Fig. 1: wiring by layer
Two of the layers only.
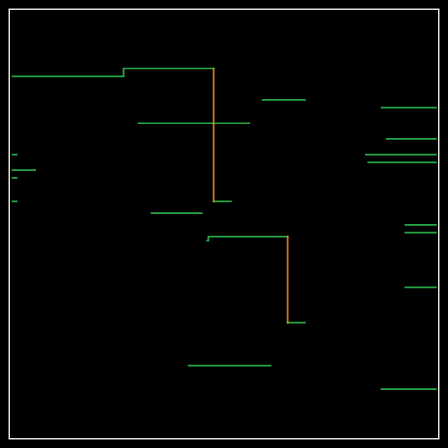
Fig. 2: logic cells by family
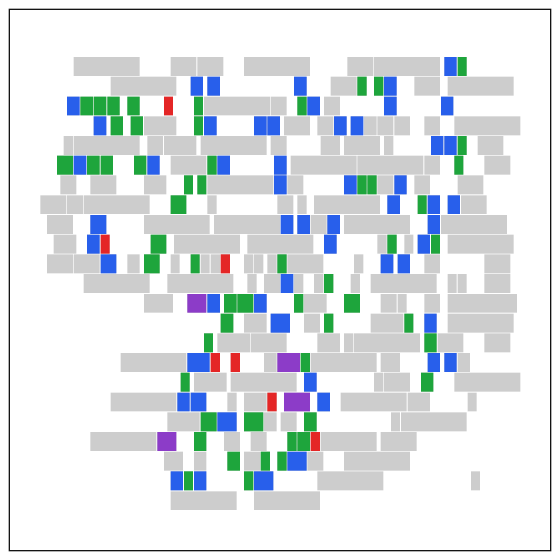
Fig. 3: sequential cells grouped by signal name
The bar under the picture is 20 um long. Other sequential cells in the stronger gray, the rest of the logic in the fainter gray.
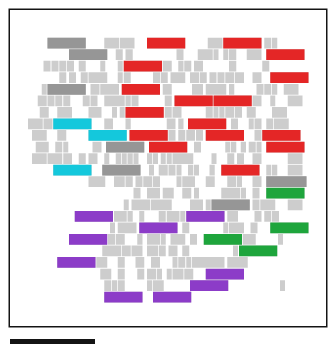
Fig. 4: sizing map
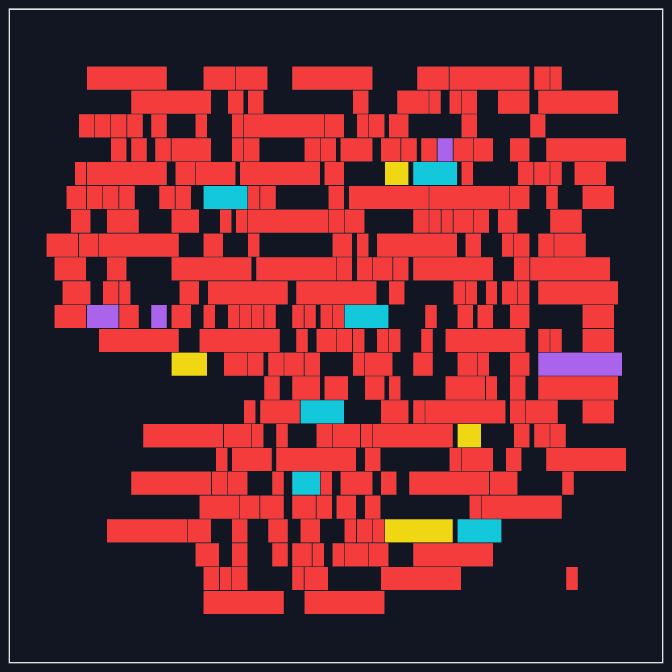
**src/rtl/silife_pkg.sv**
```systemverilog
// Shared definitions for the MAX7219 grid scanner: register addresses, FSM states, word builders.
// Latency: none (constants and pure functions only).
// Backpressure: not applicable.
package silife_pkg;

   // MAX7219 register addresses (upper byte of each 16-bit command word)
   localparam logic [3:0] ADDR_NOOP         = 4'h0;
   localparam logic [3:0] ADDR_DIGIT0       = 4'h1;
   localparam logic [3:0] ADDR_DECODE       = 4'h9;
   localparam logic [3:0] ADDR_INTENSITY    = 4'hA;
   localparam logic [3:0] ADDR_SCAN_LIMIT   = 4'hB;
   localparam logic [3:0] ADDR_SHUTDOWN     = 4'hC;
   localparam logic [3:0] ADDR_DISPLAY_TEST = 4'hF;

   // Index of the last word in the power-up init sequence
   localparam logic [2:0] INIT_LAST = 3'd4;

   typedef enum logic [2:0] {
      IDLE,
      INIT,
      LOAD,
      SHIFT,
      GAP,
      DONE
   } state_e;

   // Power-up sequence: display test off, leave shutdown, scan all 8 digits,
   // no BCD decode, then brightness.
   function automatic logic [15:0] init_word(input logic [2:0] idx, input logic [3:0] intensity);
      logic [15:0] w;
      w = {4'h0, ADDR_INTENSITY, 4'h0, intensity};
      case (idx)
         3'd0:    w = {4'h0, ADDR_DISPLAY_TEST, 8'h00};
         3'd1:    w = {4'h0, ADDR_SHUTDOWN, 8'h01};
         3'd2:    w = {4'h0, ADDR_SCAN_LIMIT, 8'h07};
         3'd3:    w = {4'h0, ADDR_DECODE, 8'h00};
         default: w = {4'h0, ADDR_INTENSITY, 4'h0, intensity};
      endcase
      return w;
   endfunction

   // Grid row r goes to digit register r+1 (1..8); the 4-bit add cannot wrap.
   function automatic logic [15:0] row_word(input logic [2:0] row, input logic [7:0] cells);
      return {4'h0, ADDR_DIGIT0 + {1'b0, row}, cells};
   endfunction

endpackage

```
**src/rtl/silife_spi_tx.sv**
```systemverilog
// Serialises one 16-bit word MSB first (SCK low then high, CLK_DIV cycles each), then holds CS_N high for a 2*CLK_DIV gap.
// Latency: load to done pulse is 34*CLK_DIV cycles; done is asserted in the last gap cycle.
// Backpressure: none; a load always (re)starts a word, so the caller only loads when idle or on done.
module silife_spi_tx
   import silife_pkg::*;
#(
   parameter int CLK_DIV = 1
) (
   input  logic        clk,
   input  logic        reset_n,
   input  logic        load,
   input  logic [15:0] word,
   output logic        spi_sck,
   output logic        spi_mosi,
   output logic        spi_cs_n,
   output logic        shift_end,
   output logic        done
);

   localparam logic [8:0] DIV_LAST = 9'(CLK_DIV - 1);
   localparam logic [8:0] GAP_LAST = 9'(2 * CLK_DIV - 1);

   logic [15:0] shreg_q, shreg_d;
   logic [8:0]  div_q, div_d;
   logic [3:0]  bit_q, bit_d;
   logic        sck_q, sck_d;
   logic        cs_n_q, cs_n_d;
   logic        active_q, active_d;
   logic        gap_q, gap_d;

   // MOSI is the shifter MSB, so it only moves when the shifter moves (at SCK falling).
   assign spi_sck   = sck_q;
   assign spi_mosi  = shreg_q[15];
   assign spi_cs_n  = cs_n_q;
   assign shift_end = active_q & ~gap_q & sck_q & (div_q == DIV_LAST) & (bit_q == 4'd15);
   assign done      = active_q & gap_q & (div_q == GAP_LAST);

   // Serial link registers; reset drops the link to idle so no further SCK edges appear
   always_ff @(posedge clk or negedge reset_n) begin
      if (!reset_n) begin
         shreg_q  <= '0;
         div_q    <= '0;
         bit_q    <= '0;
         sck_q    <= 1'b0;
         cs_n_q   <= 1'b1;
         active_q <= 1'b0;
         gap_q    <= 1'b0;
      end else begin
         shreg_q  <= shreg_d;
         div_q    <= div_d;
         bit_q    <= bit_d;
         sck_q    <= sck_d;
         cs_n_q   <= cs_n_d;
         active_q <= active_d;
         gap_q    <= gap_d;
      end
   end

   // Divider / bit counter sequencing for the shift phase and the CS_N gap
   always_comb begin
      shreg_d  = shreg_q;
      div_d    = div_q;
      bit_d    = bit_q;
      sck_d    = sck_q;
      cs_n_d   = cs_n_q;
      active_d = active_q;
      gap_d    = gap_q;
      if (load) begin
         shreg_d  = word;
         div_d    = '0;
         bit_d    = '0;
         sck_d    = 1'b0;
         cs_n_d   = 1'b0;
         active_d = 1'b1;
         gap_d    = 1'b0;
      end else if (active_q && !gap_q) begin
         if (div_q == DIV_LAST) begin
            div_d = '0;
            if (!sck_q) begin
               sck_d = 1'b1;
            end else if (bit_q == 4'd15) begin
               // Last high phase finished: raise CS_N to latch the word
               sck_d   = 1'b0;
               cs_n_d  = 1'b1;
               gap_d   = 1'b1;
               shreg_d = '0;
            end else begin
               sck_d   = 1'b0;
               bit_d   = bit_q + 4'd1;
               shreg_d = {shreg_q[14:0], 1'b0};
            end
         end else begin
            div_d = div_q + 9'd1;
         end
      end else if (active_q) begin
         if (div_q == GAP_LAST) begin
            div_d    = '0;
            active_d = 1'b0;
            gap_d    = 1'b0;
         end else begin
            div_d = div_q + 9'd1;
         end
      end
   end

endmodule

```
**src/rtl/silife_max7219_scan.sv**
```systemverilog
// Streams the 8x8 grid to a MAX7219 as 8 digit words per start; optional init words when SILIFE_MAX7219_INIT_EN is defined.
// Latency: 1+34*CLK_DIV cycles per row word, 8 words per frame (+5*34*CLK_DIV for init on the first frame after reset).
// Backpressure: start is accepted only in IDLE; starts while busy are dropped, not queued.
module silife_max7219_scan
   import silife_pkg::*;
#(
   parameter int         CLK_DIV   = 1,
   parameter logic [3:0] INTENSITY = 4'h8
) (
   input  logic       clk,
   input  logic       reset_n,
   input  logic       start,
   output logic       busy,
   output logic       frame_done,
   output logic [2:0] row_select,
   input  logic [7:0] cells,
   output logic       spi_sck,
   output logic       spi_mosi,
   output logic       spi_cs_n
);

   state_e      state_q, state_d;
   logic [2:0]  row_q, row_d;
   logic        tx_load;
   logic [15:0] tx_word;
   logic        tx_shift_end;
   logic        tx_done;
`ifdef SILIFE_MAX7219_INIT_EN
   logic        init_pend_q, init_pend_d;
   logic [2:0]  init_idx_q, init_idx_d;
`endif

   assign busy       = (state_q != IDLE) && (state_q != DONE);
   assign frame_done = (state_q == DONE);
   assign row_select = row_q;

   // FSM state, row counter and (optionally) init sequencer registers
   always_ff @(posedge clk or negedge reset_n) begin
      if (!reset_n) begin
         state_q     <= IDLE;
         row_q       <= '0;
`ifdef SILIFE_MAX7219_INIT_EN
         init_pend_q <= 1'b1;
         init_idx_q  <= '0;
`endif
      end else begin
         state_q     <= state_d;
         row_q       <= row_d;
`ifdef SILIFE_MAX7219_INIT_EN
         init_pend_q <= init_pend_d;
         init_idx_q  <= init_idx_d;
`endif
      end
   end

   // Next-state logic and word selection for the transmitter
   always_comb begin
      state_d     = state_q;
      row_d       = row_q;
      tx_load     = 1'b0;
      tx_word     = row_word(row_q, cells);
`ifdef SILIFE_MAX7219_INIT_EN
      init_pend_d = init_pend_q;
      init_idx_d  = init_idx_q;
`endif
      case (state_q)
         IDLE: begin
            if (start) begin
               row_d = '0;
`ifdef SILIFE_MAX7219_INIT_EN
               if (init_pend_q) begin
                  // Init words skip LOAD: the first one is loaded on the accepting edge
                  state_d     = INIT;
                  tx_load     = 1'b1;
                  tx_word     = init_word(3'd0, INTENSITY);
                  init_idx_d  = 3'd0;
                  init_pend_d = 1'b0;
               end else begin
                  state_d = LOAD;
               end
`else
               state_d = LOAD;
`endif
            end
         end
`ifdef SILIFE_MAX7219_INIT_EN
         INIT: begin
            if (tx_done) begin
               if (init_idx_q == INIT_LAST) begin
                  state_d = LOAD;
               end else begin
                  // Back-to-back: next init word starts the cycle after the gap ends
                  tx_load    = 1'b1;
                  tx_word    = init_word(init_idx_q + 3'd1, INTENSITY);
                  init_idx_d = init_idx_q + 3'd1;
               end
            end
         end
`endif
         LOAD: begin
            tx_load = 1'b1;
            state_d = SHIFT;
         end
         SHIFT: begin
            if (tx_shift_end) begin
               state_d = GAP;
            end
         end
         GAP: begin
            if (tx_done) begin
               if (row_q == 3'd7) begin
                  state_d = DONE;
               end else begin
                  row_d   = row_q + 3'd1;
                  state_d = LOAD;
               end
            end
         end
         DONE: begin
            state_d = IDLE;
         end
         default: begin
            state_d = IDLE;
         end
      endcase
   end

   silife_spi_tx #(
      .CLK_DIV (CLK_DIV)
   ) u_spi_tx (
      .clk       (clk),
      .reset_n   (reset_n),
      .load      (tx_load),
      .word      (tx_word),
      .spi_sck   (spi_sck),
      .spi_mosi  (spi_mosi),
      .spi_cs_n  (spi_cs_n),
      .shift_end (tx_shift_end),
      .done      (tx_done)
   );

endmodule

```
**config.mk**
```make
export PLATFORM = sky130hd
export DESIGN_NAME = silife_max7219_scan
export DESIGN_NICKNAME = d
export VERILOG_FILES = /design/src/rtl/silife_pkg.sv /design/src/rtl/silife_spi_tx.sv /design/src/rtl/silife_max7219_scan.sv
export SDC_FILE = /design/constraint.sdc
export NUM_CORES = 1
export LEC_CHECK = 0
export CAP_MARGIN = 20
export CORE_MARGIN = 4
export CORE_UTILIZATION = 47
export CTS_CLUSTER_SIZE = 10
export DETAILED_ROUTE_END_ITERATION = 8
export GPL_ROUTABILITY_DRIVEN = 0
export GPL_TIMING_DRIVEN = 0
export HOLD_SLACK_MARGIN = 0.1
export MAX_ROUTING_LAYER = met4
export PLACE_DENSITY = 0.75
export RECOVER_POWER = 100
export SLEW_MARGIN = 20
export SYNTH_ARGS = -nofsm -noshare
export SYNTH_HDL_FRONTEND = slang
export SYNTH_HIERARCHICAL = 1
export SYNTH_SLANG_ARGS = --single-unit
```
**constraint.sdc**
```tcl
create_clock -name clk -period 2.97 [get_ports clk]
set_input_delay 0.594 -clock clk [delete_from_list [all_inputs] [get_ports clk]]
set_output_delay 0.594 -clock clk [all_outputs]
set_load 0.02 [all_outputs]
```
==> reports/results.ini <==
[run_status]
run_status = completed

[worst_setup_path]
worstSetupEndpointType = output pin
cp_top_family = buffers and inverters
regToRegEndpoint = u_spi_tx/bit_q[3]
setup.reg_to_reg.worst_slack_ps = 630
startpoint_of_the_worst_slack_reg_to_reg_timing_path = u_spi_tx/div_q[1]
critical_path_buf_inv_count = 2
cp_data_required_time_ps = 2380
critical_path.max_stage_delay_ps = 640
critical_path_arrival_ps = 1770
timing.setup.critical_path_class = reg -> out
start_kind = flop
path_cells = buf_2, xnor2_1, nand2b_1, dlygate4sd3_1
critical_path_depth = 4
critPathSlowestCell = sky130_fd_sc_hd__dlygate4sd3_1
reg2regPathDepth = 9
timing.critical_path.fanout_max = 10

[timing]
totalNegativeSetupSlack_ps = 0
timing.final.hold_violations = 0
rsz0062_at_grt = no
max_clock_freq_mhz = 424
fin_worst_skew_ps = 4.33
fin_crit_sh_pct = 79.5
max_slew.worst_pin.slew_ps = 1380
report.final.slew_viol_count = 0
fin_crit_ps = 2360
timing.slew.headroom_pct = 7.89
timing.final.setup_violations = 0

[detailed_routing]
drt_iter0_markers = 117
dr.max_layer_used = met4
met3RoutedLength_um = 179
number_of_remaining_drc_errors = 0
drt_pass1_iterations = 4
routed-via-count = 1703
met1_length_um = 2110
via_per_inst = 5.48
detailroute.wirelength.met2_um = 1840
drtAntennaViolNets = 0
wire_per_inst_um = 13.4
drt_wl_total_um = 4170

[cells_and_area]
comb_area_share_pct = 42.3
nFillCells = 399
layout.non_clock_inverters = 7
seq_share_pct = 40.8
final_core_util_pct = 57.7
final.clkbuf_count = 5
largest_cell_class = combinational gates
clockNetworkAreaShare_pct = 3.87
area_growth_pct = 15.3
n_all_buffers = 30
layout.comb_gates.multi_input = 177
seq_cells = 39
post_layout_nonfiller_instances = 311
finish.net_count = 277
combGateArea_mm2 = 0.00101
signal_buffer_area_fraction_pct = 9.26
area.sequential_um2 = 977
antennaDiodeCount = 0
final_layout_size_suffix_gt1_share_pct = 5.36

[global_route]
met3_usage_pct = 4.59
gr-max-usage-layer = met2
groute.usage.overall_pct = 17.4
met2_usage_in_global_routing_pct = 25.2
number_of_antenna_violations_at_the_first_check_in_global_routing = 0
grtUsageMet1_pct = 23.3
grt_pass1_wl_um = 7200
first_global_vias = 1618
grt_max_degree = 27
global_route.overflow_total = 0

[clock_network]
cts-buffers-inserted = 5
ctsRootBufferMaster = sky130_fd_sc_hd__clkbuf_8
clock_latency_ps = 300
cts.htree.levels = 2
cts_tree = built
clkSinkCount = 39
cts_max_path_buffers = 2
cts.repair_timing.setup_buffer_count = 0
cts_repair_resized_insts = 0
clkTransAtPathRegs_ps = 80
cts.hold.buffers_added = 0

[synth]
synth.yosys.num_cells = 231
post_syn_area_mm2 = 0.00207
ys_area_mm2 = 0.00207
yosysUniqueCellTypes = 45
synth_cells = 231
yosys_warnings = 6
yosysSeqAreaShare_pct = 47.1
asyncSetResetFlopFracSynth_pct = 100
synth.avg_cell_area_um2 = 8.98
flop_cell = sky130_fd_sc_hd__dfrtp_1
ys_seq_elements = 39
count_of_library_flops_with_an_enable_pin = 0

[run]
warning_count = 28
max-cap-violations = 0

[floorplan]
n_tap_cell = 50
ioPinCount = 19
die_w_um = 74.4
die-height_um = 74.4
die_area_mm2 = 0.00554
fp-utilization_pct = 50.1
core_area_mm2 = 0.00414
floorplan.rows = 23

[placement]
hpwl_um = 2990
numPlacedInstances = 303
port_buffer_count = 18

[pwr]
power_leakage_uw = 0.00108
p_per_area_mw_per_mm2 = 739
max-vdd-ir-drop_uv = 251

[min_path]
worstHoldPathType = in -> async

About Fig. 1:
orange -> met4  # wire length 38.1 um
green -> met3  # wire length 180 um

About Fig. 2:
purple -> AND-OR and OR-AND gates  # cells 4, most used a21o_1
green -> NAND gates  # cells 55, most used nand2_1
red -> inverters  # cells 7, most used inv_1
blue -> inverting AOI/OAI gates  # cells 55, most used o21ai_0

About Fig. 3:
red -> u_spi_tx/shreg_q  # sequential cells 16
green -> u_spi_tx/bit_q  # sequential cells 4
cyan -> state_q  # sequential cells 3
purple -> u_spi_tx/div_q  # sequential cells 9, where south
not colored = 7

About Fig. 4:
red -> drive 1 or less  # cells 247, share 95%, most used dfrtp_1
purple -> drive 2  # cells 4, share 1.5%, most used buf_2
yellow -> drive 3 to 4  # cells 4, share 1.5%, most used clkinvlp_4
cyan -> drive 6 and up  # cells 6, share 2.3%, most used clkbuf_8

-- logic make-up after synthesis --
logic type / after synthesis / share of synthesized area (%)
XOR/XNOR: 3 / 1.27
adder cells (fa/ha/maj): 6 / 3.62
flip-flops: 39 / 47.1
other: 1 / 0.181
AND/OR/NAND/NOR: 104 / 27.7
AND-OR/OR-AND: 59 / 15.7
buffers and inverters: 18 / 3.92
multiplexers: 1 / 0.483
-- through the flow --
stage | hold slack [ps] | area [um^2] | setup WS, ps | total power (uW)
after floorplan | 298 | 2090 | 1220 | 1260
after global placement | 485 | 2330 | 299 | 1440
after detailed placement | 491 | 2340 | 968 | 1460
after CTS | 195 | 2440 | 664 | 1840
after global routing | 397 | 2390 | 444 | 1910
final | 328 | 2390 | 609 | 1770
-- flip-flops by register name, summed over array words and instances (netlist names), 3 cells and up --
| name | cells |
|---|---|
| state_q | 3 |
| u_spi_tx/bit_q | 4 |
| u_spi_tx/div_q | 9 |
| u_spi_tx/shreg_q | 16 |
| row_select | 3 |
-- power by group --
group / internal, uW / total [uW] / switching (uW)
logic: 249 / 621 / 372
registers: 676 / 777 / 101
clock network: 168 / 370 / 202
total: 1090 / 1770 / 675
-- cells in the final DEF, fill, tap and decap left out, types with 7 or more instances in the layout --
| cell type | synthesis | layout |
|---|---|---|
| sky130_fd_sc_hd__clkbuf_1 | 7 | 11 |
| sky130_fd_sc_hd__nand2_1 | 29 | 30 |
| sky130_fd_sc_hd__nand3_1 | 17 | 17 |
| sky130_fd_sc_hd__clkdlybuf4s50_1 | 0 | 9 |
| sky130_fd_sc_hd__o21ai_0 | 14 | 23 |
| sky130_fd_sc_hd__nor2_1 | 11 | 11 |
| sky130_fd_sc_hd__a21oi_1 | 21 | 21 |
| sky130_fd_sc_hd__and3_1 | 18 | 18 |
| sky130_fd_sc_hd__inv_1 | 7 | 7 |
| sky130_fd_sc_hd__dlygate4sd3_1 | 0 | 8 |
| sky130_fd_sc_hd__dfrtp_1 | 38 | 38 |
-- worst max path at each step --
stage | slack, ps | start | endpoint
global route | 440 | u_spi_tx/div_q[1] | u_spi_tx/bit_q[3]
finish | 610 | state_q[2] | busy
global placement | 300 | reset_n | row_select[0]
floorplan | 1220 | u_spi_tx/div_q[0] | u_spi_tx/shreg_q[10]
CTS | 660 | state_q[2] | busy
detailed placement | 970 | u_spi_tx/div_q[5] | state_q[1]
-- synthesized netlist by cell type, types with 3 or more instances --
cell type	n	area (um^2)
sky130_fd_sc_hd__a21oi_1	21	105
sky130_fd_sc_hd__and3_1	18	113
sky130_fd_sc_hd__clkbuf_1	7	26.3
sky130_fd_sc_hd__dfrtp_1	38	951
sky130_fd_sc_hd__ha_1	6	75.1
sky130_fd_sc_hd__inv_1	7	26.3
sky130_fd_sc_hd__nand2_1	29	109
sky130_fd_sc_hd__nand2b_1	5	31.3
sky130_fd_sc_hd__nand3_1	17	85.1
sky130_fd_sc_hd__nor2_1	11	41.3
sky130_fd_sc_hd__nor3_1	4	20.0
sky130_fd_sc_hd__o21ai_0	14	70.1
sky130_fd_sc_hd__o21ai_1	12	60.1
sky130_fd_sc_hd__o22ai_1	3	18.8
sky130_fd_sc_hd__or3_1	3	18.8
Power and IR drop assume default switching activity.
